**src/rtl/i2c_pkg.sv**
```systemverilog
// i2c_pkg: shared I2C state encoding, ACK levels and START/STOP detection helper
package i2c_pkg;
  typedef enum logic [3:0] {
    IDLE, START, ADDRESS, ADDR_ACK, REG_PTR, PTR_ACK, WRITE, WRITE_ACK, READ, READ_ACK
  } state_t;
  localparam logic ACK = 1'b0;
  localparam logic NACK = 1'b1;
  function automatic int addr_w(input int n);
    return n > 1 ? $clog2(n) : 1;
  endfunction
  // returns {start, stop}; SCL must be high on both samples
  function automatic logic [1:0] bus_cond(input logic scl_q, input logic scl_d,
                                          input logic sda_q, input logic sda_d);
    return {scl_q & scl_d & sda_d & ~sda_q, scl_q & scl_d & ~sda_d & sda_q};
  endfunction
endpackage

```
**src/rtl/i2c_slave_regs_if.sv**
```systemverilog
// i2c_slave_regs_if: open-drain I2C pins plus host register-file access and write notification
interface i2c_slave_regs_if #(
  parameter int NUM_REGS = 16
);
  localparam int AW = i2c_pkg::addr_w(NUM_REGS);
  logic scl;
  logic SDA_in;
  logic SDA_out;
  logic [AW-1:0] host_addr;
  logic [7:0] host_rdata;
  logic wr_strobe;
  logic [AW-1:0] wr_addr;
  logic [7:0] wr_data;
  logic busy;
  modport slave(
    input scl, SDA_in, host_addr,
    output SDA_out, host_rdata, wr_strobe, wr_addr, wr_data, busy
  );
  modport master(
    output scl, SDA_in, host_addr,
    input SDA_out, host_rdata, wr_strobe, wr_addr, wr_data, busy
  );
endinterface

```
**src/rtl/i2c_slave_regfile.sv**
```systemverilog
// i2c_slave_regfile: byte register array, one synchronous write port and two asynchronous read ports
module i2c_slave_regfile #(
  parameter int NUM_REGS = 16,
  parameter int AW = 4
) (
  input  logic clk,
  input  logic reset,
  input  logic we,
  input  logic [AW-1:0] waddr,
  input  logic [7:0] wdata,
  input  logic [AW-1:0] raddr_a,
  input  logic [AW-1:0] raddr_b,
  output logic [7:0] rdata_a,
  output logic [7:0] rdata_b
);
  logic [7:0] regs [NUM_REGS];
  always_ff @(posedge clk or negedge reset)
    if (!reset) regs <= '{default: '0};
    else if (we && 32'(waddr) < NUM_REGS) regs[waddr] <= wdata;
  // unimplemented addresses read as all ones
  assign rdata_a = 32'(raddr_a) < NUM_REGS ? regs[raddr_a] : 8'hFF;
  assign rdata_b = 32'(raddr_b) < NUM_REGS ? regs[raddr_b] : 8'hFF;
endmodule

```
**src/rtl/i2c_slave_regs.sv**
```systemverilog
// i2c_slave_regs: I2C responder serving a byte register file; define I2C_SLAVE_AUTOINC_EN
// to advance the register pointer after every acknowledged data byte.
module i2c_slave_regs
  import i2c_pkg::*;
#(
  parameter logic [6:0] SLAVE_ADDR = 7'h42,
  parameter int NUM_REGS = 16,
  parameter int SYNC_STAGES = 2
) (
  input logic clk,
  input logic reset,
  input logic enable,
  i2c_slave_regs_if.slave bus
);
  localparam int AW = addr_w(NUM_REGS);
`ifdef I2C_SLAVE_AUTOINC_EN
  localparam bit AUTOINC = 1'b1;
`else
  localparam bit AUTOINC = 1'b0;
`endif
  state_t state, state_n;
  logic [SYNC_STAGES:0] scl_sh, sda_sh;
  logic [3:0] cnt, cnt_n;
  logic [6:0] sr, sr_n;
  logic [AW-1:0] ptr, ptr_n, ptr_inc;
  logic sda_q, sda_n, rw, rw_n, ok, ok_n, commit;
  logic scl_q, scl_d, sda_s, sda_d, rise, fall, start, stop;
  logic [7:0] rx_byte, rd_byte;
  assign scl_q = scl_sh[SYNC_STAGES-1];
  assign scl_d = scl_sh[SYNC_STAGES];
  assign sda_s = sda_sh[SYNC_STAGES-1];
  assign sda_d = sda_sh[SYNC_STAGES];
  assign {start, stop} = bus_cond(scl_q, scl_d, sda_s, sda_d);
  assign rise = scl_q & ~scl_d;
  assign fall = ~scl_q & scl_d;
  assign rx_byte = {sr, sda_s};
  assign ptr_inc = 32'(ptr) == NUM_REGS - 1 ? '0 : ptr + 1'b1;
  assign bus.SDA_out = sda_q | ~enable;
  assign bus.busy = !(state inside {IDLE, START, ADDRESS} || (state == ADDR_ACK && cnt == 4'd0));
  i2c_slave_regfile #(.NUM_REGS(NUM_REGS), .AW(AW)) u_regs (
    .clk(clk),
    .reset(reset),
    .we(bus.wr_strobe),
    .waddr(bus.wr_addr),
    .wdata(bus.wr_data),
    .raddr_a(bus.host_addr),
    .raddr_b(ptr),
    .rdata_a(bus.host_rdata),
    .rdata_b(rd_byte)
  );
  always_ff @(posedge clk or negedge reset)
    if (!reset) begin
      state <= IDLE;
      scl_sh <= '1;
      sda_sh <= '1;
      cnt <= '0;
      sr <= '0;
      ptr <= '0;
      sda_q <= NACK;
      rw <= 1'b0;
      ok <= 1'b0;
      bus.wr_strobe <= 1'b0;
      bus.wr_addr <= '0;
      bus.wr_data <= '0;
    end else begin
      state <= state_n;
      scl_sh <= {scl_sh[SYNC_STAGES-1:0], bus.scl};
      sda_sh <= {sda_sh[SYNC_STAGES-1:0], bus.SDA_in};
      cnt <= cnt_n;
      sr <= sr_n;
      ptr <= ptr_n;
      sda_q <= sda_n;
      rw <= rw_n;
      ok <= ok_n;
      bus.wr_strobe <= commit;
      if (commit) begin
        bus.wr_addr <= ptr;
        bus.wr_data <= rx_byte;
      end
    end
  // ack states use cnt as phase: 0 = drive ack on first fall, 1 = finish on second fall
  always_comb begin
    state_n = state;
    cnt_n = cnt;
    sr_n = sr;
    ptr_n = ptr;
    sda_n = sda_q;
    rw_n = rw;
    ok_n = ok;
    commit = 1'b0;
    if (!enable) begin
      state_n = IDLE;
      sda_n = NACK;
    end else if (start) begin
      state_n = ADDRESS;
      cnt_n = '0;
      sda_n = NACK;
    end else if (stop) begin
      state_n = IDLE;
      sda_n = NACK;
    end else case (state)
      ADDRESS, REG_PTR, WRITE: if (rise) begin
        sr_n = rx_byte[6:0];
        cnt_n = cnt + 4'd1;
        if (cnt == 4'd7) begin
          cnt_n = '0;
          if (state == ADDRESS) begin
            rw_n = rx_byte[0];
            state_n = rx_byte[7:1] == SLAVE_ADDR ? ADDR_ACK : IDLE;
          end else if (state == REG_PTR) begin
            ok_n = {1'b0, rx_byte} < 9'(NUM_REGS);
            ptr_n = ok_n ? rx_byte[AW-1:0] : ptr;
            state_n = PTR_ACK;
          end else begin
            ok_n = 32'(ptr) < NUM_REGS;
            commit = ok_n;
            state_n = WRITE_ACK;
          end
        end
      end
      ADDR_ACK, PTR_ACK, WRITE_ACK: if (fall) begin
        if (cnt == 4'd0) begin
          sda_n = (state == ADDR_ACK || ok) ? ACK : NACK;
          cnt_n = 4'd1;
        end else if (state == ADDR_ACK && rw) begin
          state_n = READ;
          sda_n = rd_byte[7];
          sr_n = rd_byte[6:0];
          cnt_n = 4'd1;
        end else begin
          sda_n = NACK;
          cnt_n = '0;
          state_n = state == ADDR_ACK ? REG_PTR : ok ? WRITE : IDLE;
          ptr_n = (state == WRITE_ACK && ok && AUTOINC) ? ptr_inc : ptr;
        end
      end
      READ: if (fall) begin
        if (cnt == 4'd8) begin
          sda_n = NACK;
          cnt_n = '0;
          state_n = READ_ACK;
        end else begin
          sda_n = sr[6];
          sr_n = {sr[5:0], 1'b1};
          cnt_n = cnt + 4'd1;
        end
      end
      READ_ACK: if (rise) begin
        if (sda_s == ACK) begin
          cnt_n = 4'd1;
          ptr_n = AUTOINC ? ptr_inc : ptr;
        end else state_n = IDLE;
      end else if (fall && cnt == 4'd1) begin
        state_n = READ;
        sda_n = rd_byte[7];
        sr_n = rd_byte[6:0];
      end
      default: ;
    endcase
  end
endmodule

```
**src/flat_wrapper.sv**
```systemverilog
// flat-port wrapper written by rule: the top's interface ports become plain ports
module i2c_slave_regs_flat import i2c_pkg::*;
#(
  parameter logic [6:0] SLAVE_ADDR = 7'h42,
  parameter int NUM_REGS = 16,
  parameter int SYNC_STAGES = 2
)
  (clk, reset, enable, bus_scl, bus_SDA_in, bus_host_addr, bus_SDA_out, bus_host_rdata, bus_wr_strobe, bus_wr_addr, bus_wr_data, bus_busy);
  i2c_slave_regs_if #(.NUM_REGS(NUM_REGS)) bus_i ();
  input logic clk;
  input logic reset;
  input logic enable;
  input wire logic [$bits(bus_i.scl)-1:0] bus_scl;
  input wire logic [$bits(bus_i.SDA_in)-1:0] bus_SDA_in;
  input wire logic [$bits(bus_i.host_addr)-1:0] bus_host_addr;
  output wire logic [$bits(bus_i.SDA_out)-1:0] bus_SDA_out;
  output wire logic [$bits(bus_i.host_rdata)-1:0] bus_host_rdata;
  output wire logic [$bits(bus_i.wr_strobe)-1:0] bus_wr_strobe;
  output wire logic [$bits(bus_i.wr_addr)-1:0] bus_wr_addr;
  output wire logic [$bits(bus_i.wr_data)-1:0] bus_wr_data;
  output wire logic [$bits(bus_i.busy)-1:0] bus_busy;
  assign bus_i.scl = bus_scl;
  assign bus_i.SDA_in = bus_SDA_in;
  assign bus_i.host_addr = bus_host_addr;
  assign bus_SDA_out = bus_i.SDA_out;
  assign bus_host_rdata = bus_i.host_rdata;
  assign bus_wr_strobe = bus_i.wr_strobe;
  assign bus_wr_addr = bus_i.wr_addr;
  assign bus_wr_data = bus_i.wr_data;
  assign bus_busy = bus_i.busy;
  i2c_slave_regs #(.SLAVE_ADDR(SLAVE_ADDR), .NUM_REGS(NUM_REGS), .SYNC_STAGES(SYNC_STAGES)) u_core (.clk(clk), .reset(reset), .enable(enable), .bus(bus_i));
endmodule
```
**config.mk**
```make
export PLATFORM = sky130hd
export DESIGN_NAME = i2c_slave_regs_flat
export DESIGN_NICKNAME = d
export VERILOG_FILES = /design/src/rtl/i2c_pkg.sv /design/src/rtl/i2c_slave_regs_if.sv /design/src/rtl/i2c_slave_regfile.sv /design/src/rtl/i2c_slave_regs.sv /design/src/flat_wrapper.sv
export SDC_FILE = /design/constraint.sdc
export NUM_CORES = 1
export LEC_CHECK = 0
export ABC_AREA = 0
export CAP_MARGIN = 15
export CORE_MARGIN = 2
export CORE_UTILIZATION = 48
export CTS_CLUSTER_DIAMETER = 100
export DETAILED_ROUTE_END_ITERATION = 10
export GPL_ROUTABILITY_DRIVEN = 0
export HOLD_SLACK_MARGIN = 0.1
export PLACE_DENSITY = 0.73
export REMOVE_ABC_BUFFERS = 1
export SLEW_MARGIN = 40
export SYNTH_ARGS = -nofsm -noshare
export SYNTH_HDL_FRONTEND = slang
export SYNTH_SLANG_ARGS = --single-unit
```
**constraint.sdc**
```tcl
create_clock -name clk -period 1.97 [get_ports clk]
set_input_delay 0.2955 -clock clk [delete_from_list [all_inputs] [get_ports clk]]
set_output_delay 0.2955 -clock clk [all_outputs]
set_load 0.01 [all_outputs]
```
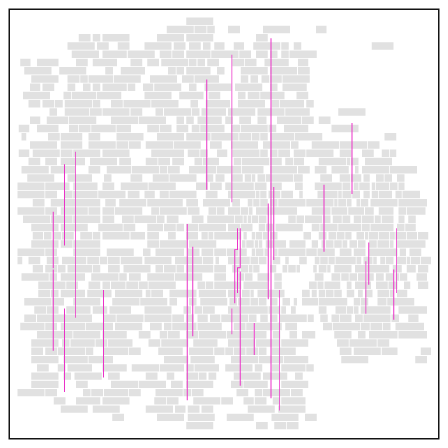
Fig. 1. Metal 4.
Cells faint in the background.
The layer holds 3.0% of the routed length. 20 nets have wire on it. The layer carries 782 um of wire. The wires run mostly vertical. The longest straight run is 118 um.
DRT Wirelength: 26.4 mm
detailed-route via count: 6691

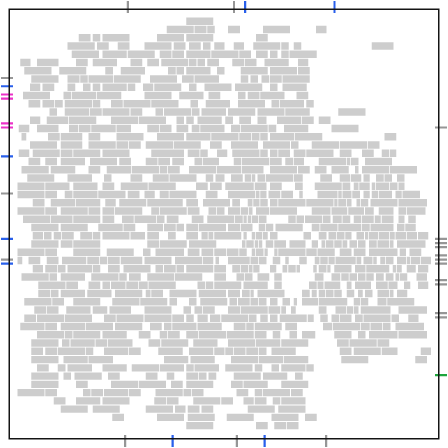
Fig. 2. Pin map.
Pins as bars across the die edge, other pins in gray.
Key: magenta = bus_host_addr [pins 4, direction input, edge left]; blue = bus_wr_data [pins 8, direction output, edge 4 left, 2 bottom, 2 top]; green = reset [pins 1, direction input, edge right]
die extent in x: 141 um
count of buffers inserted at the top-level ports: 31
vertical extent of the die: 141 um

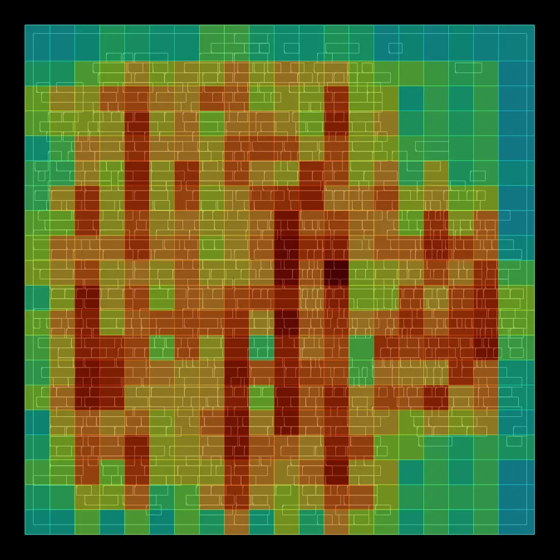
Fig. 3. Routing congestion.
most congested layer reported by global routing: met2
met1 usage in global routing: 0.367
final core utilization: 0.647
total routing resource utilization after global routing: 0.277

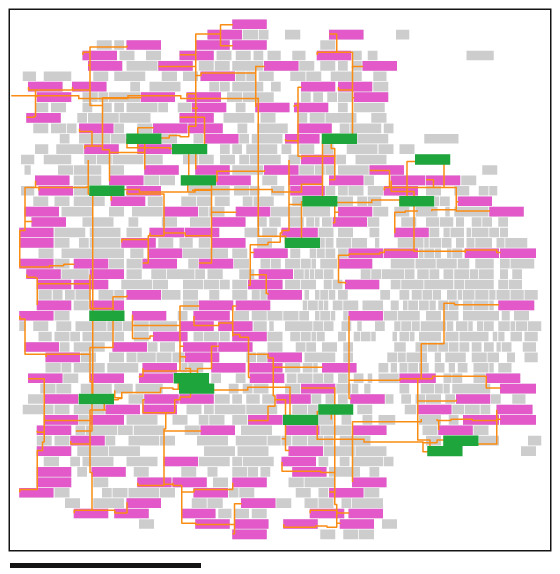
Fig. 4. Clock network drawn from the DEF.
Scale bar: 50 um.
Key: green = clock drivers [count 17]; magenta = flip-flops [count 169]; orange = clock wires [length 2090 um]
Position of the flops: widely spread. There are 18 routed clock nets.
Power Clock: 0.00340 W
clock insertion delay at the later pin of the skew report: 0.44 ns
Clock power frac: 0.414

==> run summary <==
Physical implementation

The detailed-route wire length on metal 1 is 10.6 mm. The final setup violation count is 39. The area fraction of the largest cell type after synthesis is 0.450.

The timing report gives the biggest stage delay along the critical path as 0.50 ns. The maximum vdd drop is 0.591 mV. The root buffer selected by CTS is sky130_fd_sc_hd__clkbuf_16. The TritonCTS clock tree is done. Per the synthesis report, the XOR/XNOR share of the synthesized area is 0.000971. The core box area is 0.0186 mm^2. The final reports fail on negative setup slack. The ratio of final minimum period to clock period is 1.15. The number of design rule violations left after detail routing is 0. The endpoint of the worst register-to-register path is u_core.sr[5]$_DFFE_PN0P_.

For the final routed database, the setup TNS stands at -4.44 ns. Once detail routing completed, the nets flagged for antenna violations numbered 0. The setup clock skew after layout is 0.0217 ns. The cell area after technology mapping is 0.00902 mm^2. The post-place instance area is 0.0107 mm^2. After layout, the buffer instance count without clock buffers stands at 223. The sink count of the clock tree is 169.

The most frequently placed logic cell in the final layout is sky130_fd_sc_hd__buf_4. The detailed-route wire length per cell is 24.9 um. Leaving out the clock tree, the finished layout contains an inverter count of 5. Sorting the synthesized cells by area gives the leading types as sky130_fd_sc_hd__dfrtp_1 (45%), sky130_fd_sc_hd__mux2_2 (19%), sky130_fd_sc_hd__mux4_2 (18%), sky130_fd_sc_hd__dfstp_2 (2.0%), sky130_fd_sc_hd__mux2i_1 (1.6%). The post-CTS hold buffer count recorded in the log is 1. The pin closest to its max-slew limit shows a slew of 0.571 ns. The wire length of the first global-routing pass is 41.3 mm. The biggest combinational cell group after synthesis is multiplexers.

The violation count after the first detailed-route iteration is 457. Per the placement report, the placed cell count is 993. The critical path's most frequent cell is sky130_fd_sc_hd__mux4_2.

The worst path setup slack after routing is -0.287 ns. The fraction of synthesized area in multiplexers is 0.390. Across all checked pins, the minimum headroom to the slew limit is 0.619. Summing all flip-flop and latch instances after layout gives 0.00424 mm^2. The run finished, with violations left. The non-clock buffer area fraction after layout is 0.165. The global routing report lists met3 layer usage as 0.0642.

The cell family with the largest share of critical-path delay is multiplexers. The most frequently used library cell after synthesis is sky130_fd_sc_hd__dfrtp_1. In the final layout, the share of cells above drive strength 1 is 0.625. The flow reports an fmax of 0.443 GHz. The total die size is 0.0199 mm^2.
==> power by group through the flow <==
stage	logic [W]	clock network [W]	registers, W
after floorplan	0.000350	0	0.00370
after global placement	0.000797	0	0.00368
final	0.00119	0.00340	0.00363
after global routing	0.00128	0.00359	0.00364
after CTS	0.00104	0.00344	0.00363
after detailed placement	0.000830	0	0.00369
==> registers in the layout, summed over array words and instances (netlist names) <==
register and flops:
u_core.bus.wr_addr 4, u_core.bus.wr_data 8, u_core.bus.wr_strobe 1, u_core.cnt 4
u_core.ok 1, u_core.ptr 4, u_core.rw 1, u_core.scl_sh 3
u_core.sda_q 1, u_core.sda_sh 3, u_core.sr 7, u_core.state 4
u_core.u_regs.regs 128
Power is estimated from default activity; no workload was simulated.
